==> config.mk <==
export PLATFORM = sky130hd
export DESIGN_NAME = rr_burst_fifo_scheduler
export DESIGN_NICKNAME = d
export VERILOG_FILES = /design/src/rtl/rr_burst_fifo_scheduler.sv
export SDC_FILE = /design/constraint.sdc
export NUM_CORES = 1
export LEC_CHECK = 0
export CAP_MARGIN = 25
export CORE_ASPECT_RATIO = 1.25
export CORE_MARGIN = 1.5
export CORE_UTILIZATION = 41
export CTS_CLUSTER_SIZE = 8
export DETAILED_ROUTE_END_ITERATION = 10
export PLACE_DENSITY_LB_ADDON = 0.25
export SLEW_MARGIN = 10
export SYNTH_ARGS = -nofsm -noshare
export SYNTH_HDL_FRONTEND = slang
export SYNTH_SLANG_ARGS = --single-unit
export TNS_END_PERCENT = 30
==> constraint.sdc <==
create_clock -name clk -period 3.45 [get_ports clk]
set_clock_uncertainty 0.05 [all_clocks]
set_input_delay 0.69 -clock clk [delete_from_list [all_inputs] [get_ports clk]]
set_output_delay 0.69 -clock clk [all_outputs]
set_load 0.1 [all_outputs]
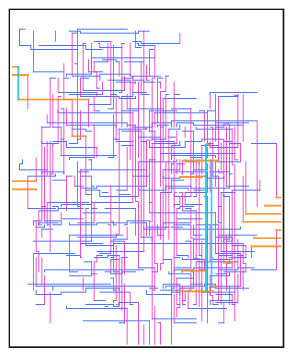
**Above:** routed metal, one color a layer.
(6 px per um)
[M3] orange | wire length: 72.0 um
[M4] cyan | wire length: 51.0 um
[M1] blue | wire length: 1,130 um
[M2] magenta | wire length: 1,430 um
vias: 978
gr usage total: 23.7%

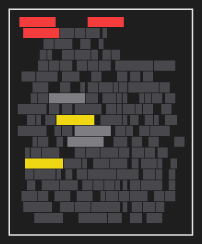
**Above:** sequential cells colored by netlist name.
(4 px per um)
[rr_ptr] yellow | sequential cells: 2
[burst_cnt] red | sequential cells: 3
Seq group: 0.000193 W
flop share of the area: 13.6%
Finished Core Util: 69.1%
Flop area: 203 um2

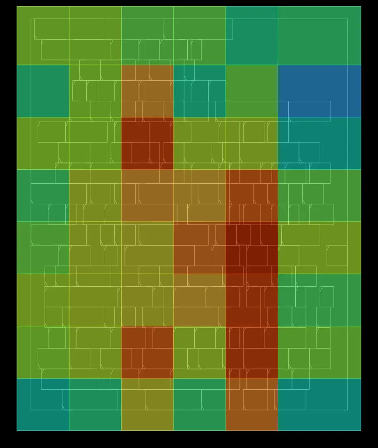
**Above:** routing congestion.
M1 GR Usage: 32.2%
met3 GRT Util: 0.974%
met2 Use GR: 39.0%

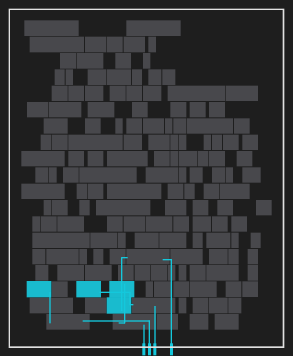
**Above:** I/O nets highlighted.
(6 px per um)
[gnt] cyan | direction: output | end cells: 4 | wire: 69.8 um
IO buf count: 17
I/O pin count: 18

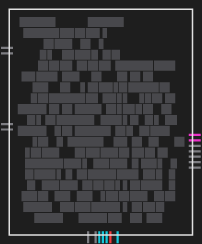
**Above:** pin map.
(4 px per um) Pins as bars across the die edge, other pins in gray.
[gnt] cyan | pins: 4 | direction: output | edge: bottom
[owner] magenta | pins: 2 | direction: output | edge: right
[out_rdy] red | pins: 1 | direction: input | edge: bottom
all pins by edge: 7 right, 7 bottom, 4 left
Die Ht: 56.1 um
DIE WIDTH: 45.4 um

==> Slide: Implementation Results <==
Implementation Results

Cells and area
  – Fin cells: 183
  – Fin area: 0.00150 mm2
  – Clock buf count: 3
  – Diode count: 0
  – Multi-In Gates: 84
  – Share of layout cells above drive strength 1: 53.3%
  – Flip-flops: 8
  – P&R area growth vs syn: 61.9%
  – Final Net Count: 170
  – Cell type taking the most area: logic gates
  – Clock-cell share: 1.51%
  – Inverters: 7
  – Fillers: 172

CTS
  – Post-CTS Setup Repair Bufs: 6
  – Clock slew at reported path FFs: 0.06 ns
  – Clock Path Buffers: 2
  – Latency at later pin: 0.25 ns
  – Clock sinks: 8
  – CTS H-tree lvls: 1
  – Post-cts repair resize count: 17

Logic synthesis
  – Adder Area Share: 10.8%
  – Top cells by area: dfrtp_1, ha_1, mux2_4
  – Asr flop ratio synth: 100%
  – EDFF count, synth: 0
  – Aoi share: 30.8%
  – Mux frac, synth: 11.8%
  – Yosys chip area: 923 um2
  – Post-synth seq share: 21.7%
  – Top cells by count: nand2_1, dfrtp_1, ha_1
  – Logic family by area: AND-OR/OR-AND gates
  – Syn Nets: 117
  – Post-synthesis cell area: 923 um2
  – Synth Area in XOR/XNOR: 0.949%
  – Cell Type Count: 44
  – Seq cells post-synth: 8
  – Largest type area fraction: 21.7%
  – Synth area leader: dfrtp_1
  – Most common cell in the netlist: nand2_1
  – Synth Instances: 101

STA
  – Final Hold Viols: 0
  – Achievable Freq: 0.296 GHz
  – Setup TNS: 0 ns
  – Slew HR: 77.4%
  – Endpoints failing setup: 0
  – Final period util: 98.0%
  – Least-Margin Pin Slew: 0.329 ns

Critical path
  – CP bufs+invs: 5
  – Levels on crit path: 12
  – Worst-path fanout max: 4
  – Cell family with most CP delay: buffers and inverters
  – Number of cells on the worst reg-to-reg path: 10
  – Crit. End Element: output pin
  – Top cell by count, worst path: buf_4
  – Crit path DAT: 2.64 ns
  – Critical path's slowest cell: dlygate4sd2_1
  – Crit Path Category: in2out
  – WP data required: 2.71 ns
  – Type of origin of the critical path: input port

Global routing
  – Initial antenna violation count: 0
  – GRT Max-Usage Layer: met2
  – Overflow after GRT: 0
  – Maximum number of pins on one net before global-route repair: 10
  – First-pass GRT wire length: 4.57 mm

Power
  – Clock group: 0.0000705 W
  – Sw Ratio: 48.7%
  – Seq pwr share: 15.1%
  – Combinational power: 0.00102 W
  – Sw power: 0.000625 W
  – Tot Pwr: 0.00128 W
  – Share of total power in combinational logic: 79.4%

Floorplanning
  – Tap Cells: 31
  – Die ar.: 0.00255 mm2
  – CORE AREA: 0.00216 mm2

Run
  – Max-cap viol count: 0

Placement
  – Post-DP HPWL: 2.08 mm
  – Placement Setup Slack: -0.274 ns
  – Placed cell area: 0.00139 mm2

Route
  – Wire length on met3: 71 um
  – Top layer in use: met4
  – Post-DR wirelength/cell: 14.7 um
  – Via-per-instance ratio: 5.34
  – DRT iter0 DRCs: 16
  – Post-detailed-route DRC marker count: 0
  – Met2 WL post-DR: 1.43 mm

Worst hold path
  – Hold Path Cell Cnt: 1

Run status
  – Run status: finished, final reports clean
Power and IR drop assume default switching activity.
